run_1/port_nets.png
Drawn at 3 px/um.
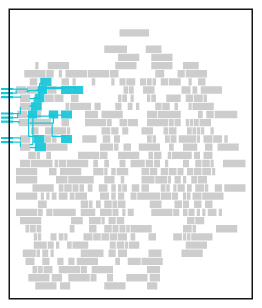
run_1/metal_stack.png
Drawn at 4 px/um. Only two layers are drawn.
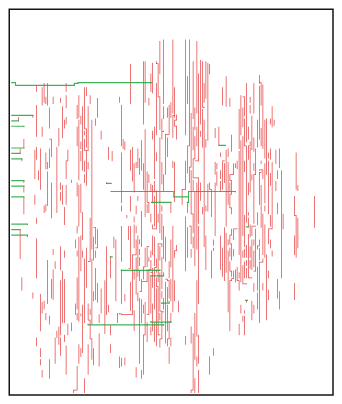
run_1/final_placement.png
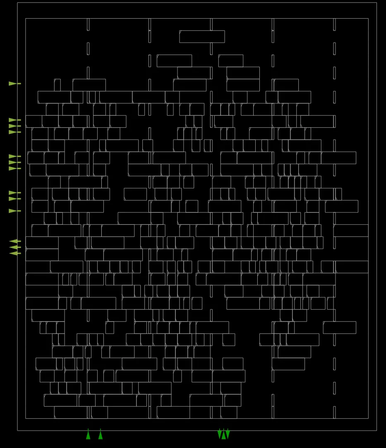
$ cat src/rtl/ps2_host_tx.sv
// ps2_host_tx: host-to-device PS/2 byte transmitter.
// Sends one command byte (start, d0..d7 LSB first, odd parity, stop) and then
// checks for the device's ack. The open-drain lines are driven only through
// active-high "pull low" enables; the top level builds the tri-state pins.
//
// Handshake: in IDLE, tx_req=1 on a clock edge is an accepted request and
// tx_data is latched on that edge. busy is high from the next cycle until the
// cycle in which exactly one of done/err pulses; busy is low in that pulse
// cycle. A request sampled during the pulse cycle is ignored. Requests seen
// while busy are dropped, not queued.
module ps2_host_tx #(
  parameter int CLK_HZ     = 48000000,
  parameter int INHIBIT_US = 120,
  parameter int TIMEOUT_MS = 15
) (
  input  logic       clk,
  input  logic       reset,
  input  logic       ps2_clk_in,
  input  logic       ps2_dat_in,
  output logic       ps2_clk_oe,
  output logic       ps2_dat_oe,
  input  logic       tx_req,
  input  logic [7:0] tx_data,
  output logic       busy,
  output logic       done,
  output logic       err
);

  localparam int INH_CYC = CLK_HZ / 1000000 * INHIBIT_US;
  localparam int TO_CYC  = CLK_HZ / 1000 * TIMEOUT_MS;
  localparam int TO_W    = $clog2(TO_CYC + 1);
  localparam int INH_W   = $clog2(INH_CYC + 1);
  localparam int MAX_W   = (TO_W > INH_W) ? TO_W : INH_W;
  localparam int CNT_W   = (MAX_W > 24) ? MAX_W : 24;

  localparam logic [CNT_W-1:0] INH_LAST = CNT_W'(INH_CYC - 1);
  localparam logic [CNT_W-1:0] TO_LAST  = CNT_W'(TO_CYC - 1);
  localparam logic [CNT_W-1:0] CNT_ONE  = CNT_W'(1);

  typedef enum logic [2:0] {
    ST_IDLE      = 3'd0,
    ST_INHIBIT   = 3'd1,
    ST_START     = 3'd2,
    ST_BITS      = 3'd3,
    ST_ACK       = 3'd4,
    ST_WAIT_IDLE = 3'd5
  } state_t;

  // state_q is the observable FSM state for checkers bound to this block.
  state_t           state_q, state_d;
  logic [CNT_W-1:0] cnt_q;
  logic [3:0]       bitcnt_q;
  logic [8:0]       shift_q;
  logic             dat_hold_q;
  logic             done_q, err_q;

  logic clk_s1_q, clk_s2_q, clk_prev_q;
  logic dat_s1_q, dat_s2_q;
  logic fe, timeout, line_idle, accept;

  // Two-flop synchronisers plus the previous clock sample for edge detection.
  // They reset high so a released bus does not produce a spurious edge.
  always_ff @(posedge clk) begin
    if (reset) begin
      clk_s1_q   <= 1'b1;
      clk_s2_q   <= 1'b1;
      clk_prev_q <= 1'b1;
      dat_s1_q   <= 1'b1;
      dat_s2_q   <= 1'b1;
    end else begin
      clk_s1_q   <= ps2_clk_in;
      clk_s2_q   <= clk_s1_q;
      clk_prev_q <= clk_s2_q;
      dat_s1_q   <= ps2_dat_in;
      dat_s2_q   <= dat_s1_q;
    end
  end

  assign fe        = clk_prev_q & ~clk_s2_q;
  assign timeout   = (cnt_q == TO_LAST);
  assign line_idle = clk_s2_q & dat_s2_q;
  assign accept    = tx_req & ~done_q & ~err_q;

  // State register.
  always_ff @(posedge clk) begin
    if (reset) state_q <= ST_IDLE;
    else       state_q <= state_d;
  end

  // Next-state logic; a device edge always takes priority over the timeout.
  always_comb begin
    state_d = state_q;
    case (state_q)
      ST_IDLE:      if (accept) state_d = ST_INHIBIT;
      ST_INHIBIT:   if (cnt_q == INH_LAST) state_d = ST_START;
      ST_START:     state_d = ST_BITS;
      ST_BITS: begin
        if (fe) begin
          if (bitcnt_q == 4'd9) state_d = ST_ACK;
        end else if (timeout) begin
          state_d = ST_IDLE;
        end
      end
      ST_ACK: begin
        if (fe)           state_d = dat_s2_q ? ST_IDLE : ST_WAIT_IDLE;
        else if (timeout) state_d = ST_IDLE;
      end
      ST_WAIT_IDLE: begin
        if (line_idle || timeout) state_d = ST_IDLE;
      end
      default:      state_d = ST_IDLE;
    endcase
  end

  // Datapath: cycle/timeout counter, frame shifter, held data level, pulses.
  always_ff @(posedge clk) begin
    if (reset) begin
      cnt_q      <= '0;
      bitcnt_q   <= '0;
      shift_q    <= '0;
      dat_hold_q <= 1'b0;
      done_q     <= 1'b0;
      err_q      <= 1'b0;
    end else begin
      done_q <= 1'b0;
      err_q  <= 1'b0;
      case (state_q)
        ST_IDLE: begin
          dat_hold_q <= 1'b0;
          if (accept) begin
            shift_q <= {~^tx_data, tx_data};
            cnt_q   <= '0;
          end
        end
        ST_INHIBIT: cnt_q <= cnt_q + CNT_ONE;
        ST_START: begin
          cnt_q      <= '0;
          bitcnt_q   <= '0;
          dat_hold_q <= 1'b1;
        end
        ST_BITS: begin
          if (fe) begin
            cnt_q    <= '0;
            bitcnt_q <= bitcnt_q + 4'd1;
            if (bitcnt_q != 4'd9) begin
              dat_hold_q <= ~shift_q[0];
              shift_q    <= {1'b0, shift_q[8:1]};
            end else begin
              dat_hold_q <= 1'b0;
            end
          end else if (timeout) begin
            err_q      <= 1'b1;
            dat_hold_q <= 1'b0;
          end else begin
            cnt_q <= cnt_q + CNT_ONE;
          end
        end
        ST_ACK: begin
          if (fe) begin
            cnt_q <= '0;
            if (dat_s2_q) err_q <= 1'b1;
          end else if (timeout) begin
            err_q <= 1'b1;
          end else begin
            cnt_q <= cnt_q + CNT_ONE;
          end
        end
        ST_WAIT_IDLE: begin
          if (line_idle)    done_q <= 1'b1;
          else if (timeout) err_q  <= 1'b1;
          else              cnt_q  <= cnt_q + CNT_ONE;
        end
        default: ;
      endcase
    end
  end

  // Line enables and status decoded from the current state.
  always_comb begin
    ps2_clk_oe = (state_q == ST_INHIBIT) || (state_q == ST_START);
    ps2_dat_oe = (state_q == ST_START) || ((state_q == ST_BITS) && dat_hold_q);
    busy       = (state_q != ST_IDLE);
  end

  assign done = done_q;
  assign err  = err_q;

endmodule

$ cat config.mk
export PLATFORM = sky130hd
export DESIGN_NAME = ps2_host_tx
export DESIGN_NICKNAME = d
export VERILOG_FILES = /design/src/rtl/ps2_host_tx.sv
export SDC_FILE = /design/constraint.sdc
export NUM_CORES = 1
export LEC_CHECK = 0
export CAP_MARGIN = 20
export CORE_ASPECT_RATIO = 1.2
export CORE_MARGIN = 1.5
export CORE_UTILIZATION = 35
export DETAILED_ROUTE_END_ITERATION = 10
export SLEW_MARGIN = 20
export SYNTH_ARGS = -nofsm -noshare
export SYNTH_HDL_FRONTEND = slang
export SYNTH_SLANG_ARGS = --single-unit
$ cat constraint.sdc
create_clock -name clk -period 2 [get_ports clk]
set_input_delay 0.5 -clock clk [delete_from_list [all_inputs] [get_ports clk]]
set_output_delay 0.5 -clock clk [all_outputs]
set_load 0.05 [all_outputs]
==> ci_impl_report.md, run 1 <==
## Implementation flow summary

| Metric | Value |
|---|---|
| Status | `complete, but fails checks` |
| Violated checks | `negative setup slack` |
| Final setup margin | `-53.5 ps` |
| Critical Path RT | `between 2000 and 2500 ps` |
| CP max stage delay | `540 ps` |
| Endpoints failing setup | `6` |
| Number of enable flip-flop cells | `0` |
| WP data arrival | `approximately 2300 ps` |
| Maximum vdd drop | `0.843 mV` |
| Synth Area in XOR/XNOR | `6.94%` |
| Crit end category | `flop` |
| Reg2Reg Depth | `8` |
| # Cells Yosys | `296` |
| FF-to-FF Start | `cnt_q[18]$_SDFFE_PP0P_` |
| Seq share, synth | `38.1%` |
| CTS Root Cell | `clkbuf_8` |
| Final instance area | `0.00333 mm^2` |
| Fin crit share | `103%` |
| Flop share of the area | `just under 30%` |
| Initial DRC Count | `113` |
| GRT Util Overall | `16.6%` |
| FFs & Latches | `~48` |
| Largest cell class by area | `combinational gates` |
| Layout area overhead | `31.7%` |
| #MultiIn Comb | `226` |
| CP startpoint kind | `flop` |
| Power Density | `roughly 840 mW/mm^2` |
| Yosys simple share | `26.2%` |
| Post-synth ARST share | `0%` |
| Worst-Margin Slew | `513 ps` |
About port_nets.png:
cyan -> tx_data  # bits 8, direction input, edge left, end cells 12, buffers 8, wire 135 um
io pins: 18
# port buffers: 17

About metal_stack.png:
green -> met3  # wire length 155 um
red -> met2  # wire length 3040 um

About final_placement.png:
Fillers: 669
TAP cells: 87

run 1: worst max-delay path: cells and delay by family, from the launching register on:
kind / cells / cell delay, ps
AND-OR/OR-AND: 1 / 90
XOR/XNOR: 1 / 150
buffers and inverters: 2 / 340
flip-flops: 1 / 330
AND/OR/NAND/NOR: 4 / 1050
run 1: repair_timing:
action | in CTS | in global routing
buffers inserted | 0 | 2
pin swaps | 3 | 4
endpoints found under the setup margin | 6 | 34
resized | 6 | 33
run 1: where the power goes:
part / switching [mW] / leakage [nW] / internal [mW]
combinational: 0.578 / 0.826 / 0.541
sequential: 0.0682 / 0.393 / 1.05
clock: 0.334 / 0.0400 / 0.238
run 1: cells in the final DEF, fill, tap and decap left out, types with 4 or more instances in the layout:
| cell | netlist | final |
|---|---|---|
| a21oi_1 | 15 | 13 |
| and3_1 | 5 | 5 |
| nand2_1 | 17 | 14 |
| nand4_1 | 8 | 8 |
| nor2_1 | 41 | 39 |
| dfxtp_2 | 0 | 4 |
| nand3_1 | 11 | 9 |
| a211oi_1 | 11 | 9 |
| xor2_1 | 11 | 11 |
| a31oi_1 | 10 | 7 |
| clkdlybuf4s50_1 | 0 | 13 |
| buf_4 | 2 | 36 |
| xnor2_1 | 9 | 9 |
| nor3_1 | 10 | 9 |
| buf_12 | 0 | 4 |
| inv_1 | 9 | 9 |
| clkbuf_8 | 1 | 5 |
| dfxtp_1 | 48 | 43 |
| buf_6 | 2 | 4 |
| mux2i_1 | 8 | 8 |
| o21ai_0 | 14 | 12 |
| or2_2 | 5 | 5 |
run 1: layer usage:
metal / up-vias / track usage (%) / share of wire [%]
met5: - / 0 / 0
met4: 0 / 5.32 / 1.3
met3: 9 / 2.84 / 2.5
met2: 30 / 28.4 / 50
met1: 1127 / 21.2 / 46
li1: 1177 / - / -
==> run 2: changes to the inputs <==
SKIP_CTS_REPAIR_TIMING = 1   (was default)
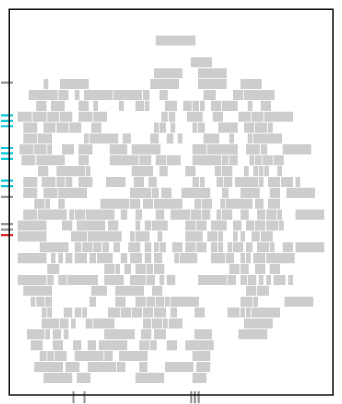
run_2/pins.png
Drawn at 4 px/um. Pins as bars across the die edge, other pins in grey.
red -> busy  # pins 1, direction output, edge left
cyan -> tx_data  # pins 8, direction input, edge left
all pins by edge = 13 left, 5 bottom

==> run 2 against run 1 <==
  * The run still ends with negative setup slack left
  * Clock skew decreased by 2.3 ps
  * Via count about the same
  * Clock power about the same
  * Combinational power about the same
  * Sequential cell count unchanged
  * Sequential share of layout area increased by 0.072 points
  * Non-clock buffer count increased by 1
  * Clock-buffer cell count unchanged
  * Routed wire length increased by 0.64%
  * Register-to-register slack got worse by 20 ps
==> ci_impl_report.md, run 2 <==
## Implementation flow summary

| Metric | Value |
|---|---|
| Flop share of the area | `29.2%` |
| Dominant logic cell type in the layout | `dfxtp_1` |
| TAP cells | `87` |
| Io pins | `18` |
| #MultiIn Comb | `226` |
| Most frequent cell on the critical path | `buf_4` |
| RSZ-0062 raised after global routing | `yes` |
| # Cells Yosys | `296` |
| Non-clock buffer share of cell area | `16.2%` |
| Seq share, synth | `38.1%` |
| Initial DRC Count | `99` |
| Endpoints failing setup | `12` |
| Placed Area | `roughly 0.0031 mm^2` |
| Worst skew pair latency | `300 ps` |
| Post-synth ARST share | `0%` |
| Final setup margin | `-77.8 ps` |
| # port buffers | `17` |
| CTS Root Cell | `clkbuf_8` |
| CP max stage delay | `roughly 540 ps` |
| Status | `complete, but fails checks` |
| Clk pin slew, worst setup/hold paths | `90 ps` |
| FFs & Latches | `48` |
| Fin crit share | `104%` |
| GRT Util Overall | `roughly 17%` |
| Fillers | `669` |
| CP top delay family | `simple AND/OR/NAND/NOR gates` |
| CP startpoint kind | `flop` |
| Layout Cells excl Fill | `436` |
| Worst-Margin Slew | `513 ps` |
| Fp_density | `36.6%` |
| Largest cell class by area | `combinational gates` |
| Layout area overhead | `31.2%` |
| Chip width | `80.5 um` |
| Syn_area_per_cell | `8.53 um^2` |
| Critical Path RT | `2210 ps` |
| Drt first pass iters | `4` |
| First-pass GRT wire length | `approximately 10 mm` |
| Routed len/inst | `between 10 and 15 um` |
| CP bufs+invs | `2` |
| Power Density | `847 mW/mm^2` |
| Crit end category | `flop` |
| Violated checks | `negative setup slack` |
| Maximum vdd drop | `0.842 mV` |
| WP data arrival | `2280 ps` |
| Number of enable flip-flop cells | `0` |
| Top Layout Cells | `dfxtp_1 (44), nor2_1 (39), buf_4 (39), nand2_1 (16), clkdlybuf4s50_1 (13)` |
| Final instance area | `between 0.003 and 0.004 mm^2` |
[run 2: worst reg2reg max path: cells and delay by family (launching register included)]
family,cells,cell delay (ps)
AND/OR/NAND/NOR,4,1050
XOR/XNOR,1,150
AND-OR/OR-AND,1,90
flip-flops,1,330
buffers and inverters,2,360
[run 2: worst paths after layout]
check	startpoint	endpoint	slack (ps)	cells past startpoint
setup / recovery	cnt_q[21]$_SDFFE_PP0P_	cnt_q[21]$_SDFFE_PP0P_	-80	8
hold / removal	clk_s1_q$_SDFF_PP1_	clk_s2_q$_SDFF_PP1_	410	1
setup reg to reg	cnt_q[21]$_SDFFE_PP0P_	cnt_q[21]$_SDFFE_PP0P_	-80	8
hold reg to reg	clk_s1_q$_SDFF_PP1_	clk_s2_q$_SDFF_PP1_	410	1
[run 2: cells by family (layout without fill, tap and decap cells)]
group | count (synthesis) | count (layout) | synth area share, %
compound gates | 71 | 71 | 19.4
mux | 8 | 8 | 3.17
simple gates | 124 | 124 | 26.2
fa+ha+maj | 3 | 3 | 1.49
buf+inv | 22 | 75 | 4.76
xor+xnor | 20 | 20 | 6.94
flops | 48 | 48 | 38.1
[run 2: metal layers]
layer / part of all wire [%] / GRT usage [%] / routed length (um) / up-vias
met4: 1.3 / 5.32 / 78 / 0
met3: 4.0 / 2.84 / 245 / 9
li1: - / - / - / 1178
met5: 0 / 0 / 0 / -
met1: 45 / 21.3 / 2730 / 1110
met2: 50 / 28.4 / 3050 / 47
[run 2: where the power goes]
group | leakage, nW | internal [mW] | switching (mW)
clock network | 0.0400 | 0.238 | 0.335
logic | 0.849 | 0.537 | 0.576
registers | 0.393 | 1.05 | 0.0694
total | 1.28 | 1.83 | 0.981
Power is estimated from default activity; no workload was simulated.
